Design fft_output_reorder, sky130hd; sources not shown.
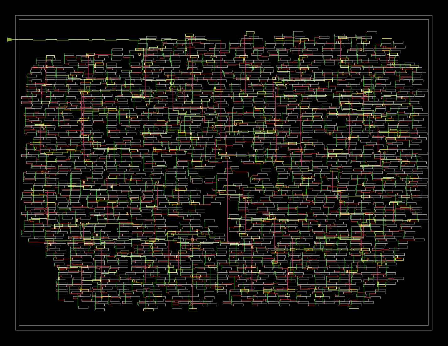
(clock wiring as the flow saved it)
reported clock group power: 6640 µW
final-layout clock buffer total: 239
number of CTS-inserted buffers: 187
TritonCTS sink count: 2097

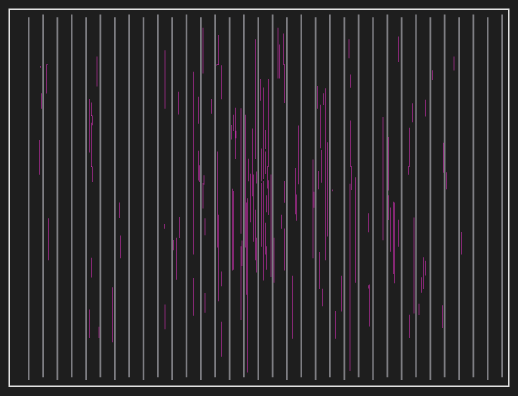
(signal wires on met4)
Supply wires on this layer in gray.
76 nets have wire on it. The wires run mostly vertical. The layer carries 5380 µm of wire. The longest straight run is 177 µm. The layer holds 2.5% of the routed length.
post-detailed-routing wire length: 217 mm
total via count in the routed design: 39800

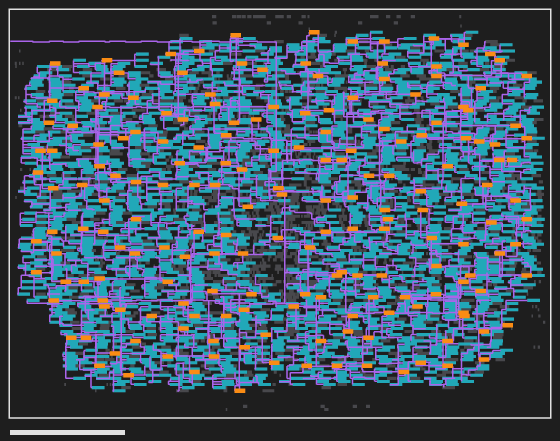
(clock distribution)
The bar under the picture is 100 µm long.
Key: purple = clock wires [length 22.9 mm]; orange = clock drivers [count 187]; cyan = flip-flops [count 2097]
Position of the flops: widely spread. There are 188 routed clock nets.
clock share of power: 31.2%
insertion delay at the late pin of the worst-skew pair: 0.83 ns

==> impl_metrics.py <==
# Synthesis and PnR figures
metrics = {
    "status": {
        "violations_in_the_final_reports": "max-capacitance violations, max-slew violations",
        "status": "finished, violations left",
    },
    "critical_path": {
        "path_class": "in -> async",
        "worstPathCellList": "clkbuf_1",
        "worst_ep_arrival_time_ns": 4.92,
    },
    "floorplan": {
        "floorplan.initialDensity_pct": 50.3,
        "row_count": 127,
    },
    "run": {
        "maxCapViolCount": 33,
    },
    "placement": {
        "io_buffer_count": 68,
        "gp_congestion": 0.884,
    },
    "final_timing": {
        "grt_setup_unrepaired": "false",
        "slew_viol_final": 2097,
        "fmaxAchievable_mhz": 181,
    },
    "logic_synthesis": {
        "synth-warning-count": 0,
        "synthCells": 3604,
        "synthFlopType": "sky130_fd_sc_hd__edfxtp_1",
    },
    "global_routing": {
        "overall_global_routing_usage_pct": 25.9,
        "grt_pass1_vias": 37700,
    },
    "clock_network": {
        "cts-hold-fix-buffers": 0,
    },
    "layout": {
        "layout-drive-gt1-share_pct": 24.2,
    },
    "hold_path": {
        "min_path_cells": 2,
    },
}
-- through the flow --
step	utilization (%)	power, µW	cells
6_report	56.4	21300	6072
5_1_grt	56.4	21900	6067
4_1_cts	56.4	21300	6060
3_5_place_dp	52.6	14700	5711
3_3_place_gp	52.4	14600	5699
2_1_floorplan	-	12400	3604
-- worst min-delay path, delay by kind of cell, from the launching register on --
kind,cells,cell delay [ns]
DFF,1,0.40
and+or+nand+nor,2,0.13
-- cell usage in the layout, fill, tap and decap left out, types with 22 or more instances in the layout --
cell	netlist	routed
sky130_fd_sc_hd__edfxtp_1	2048	2048
sky130_fd_sc_hd__o221ai_1	55	55
sky130_fd_sc_hd__nor2_4	0	58
sky130_fd_sc_hd__nor2_1	103	43
sky130_fd_sc_hd__clkdlybuf4s50_1	0	35
sky130_fd_sc_hd__mux4_2	446	446
sky130_fd_sc_hd__o21ai_0	28	28
sky130_fd_sc_hd__o22ai_1	35	35
sky130_fd_sc_hd__clkinv_1	2	37
sky130_fd_sc_hd__a21oi_1	38	38
sky130_fd_sc_hd__mux2_2	22	22
sky130_fd_sc_hd__mux2i_1	254	254
sky130_fd_sc_hd__buf_4	40	82
sky130_fd_sc_hd__clkbuf_1	71	72
sky130_fd_sc_hd__nand2_1	41	41
sky130_fd_sc_hd__dfrtp_1	49	44
sky130_fd_sc_hd__clkbuf_16	0	189
sky130_fd_sc_hd__clkinv_2	0	37
-- synthesized netlist by cell type (all sizes together), types with 6 or more instances --
library cell / n / area, µm²
o22ai: 35 / 219
dfrtp: 49 / 1230
nand2: 41 / 154
edfxtp: 2048 / 61500
clkbuf: 71 / 267
or3: 6 / 37.5
a221oi: 18 / 158
o21ai: 40 / 200
mux2i: 254 / 2540
a22oi: 20 / 150
a2111oi: 15 / 136
buf: 137 / 968
mux2: 22 / 248
a211oi: 11 / 82.6
a211o: 20 / 175
nor2: 103 / 387
nor3: 10 / 50.1
o221ai: 55 / 482
a21oi: 38 / 190
nand3: 19 / 95.1
mux4: 446 / 10000
inv: 14 / 52.6
nor2b: 14 / 87.6
o211ai: 9 / 67.6
a221o: 17 / 170
nand2b: 7 / 43.8
a22o: 16 / 140
-- layer usage --
layer,part of all wire (%),global-route usage (%)
met3,13,6.89
met2,43,36.0
met5,0.0055,0
met4,2.5,6.03
met1,42,41.1
-- where the power goes --
group	total, µW	switching (µW)	leakage, µW	internal [µW]
Clock	6640	2980	0.00296	3670
Combinational	5020	3290	0.00527	1730
Sequential	9600	330	0.0190	9270
-- cell families (layout without fill, tap and decap cells) --
kind of cell    after synthesis  in the layout  share of synthesized area (%)
flops                      2097           2097                           78.0
mux                         722            722                           16.0
compound gates              336            336                           3.13
buf+inv                     224            559                           1.61
simple gates                218            218                           1.21
fa+ha+maj                     5              5                         0.0778
xor+xnor                      2              2                         0.0218
other cells                   0              5                              0
-- final cells by class --
cell class / instances / area (µm²)
fillers: 11800 / 69700
flip-flops and latches: 2097 / 62700
multi-input cells: 1283 / 16900
clock buffers: 239 / 5030
well taps: 2128 / 2660
repair buffers: 194 / 1750
clock inverters: 110 / 1020
inverters: 16 / 60.1
diodes: 5 / 12.5
Power and IR drop assume default switching activity.
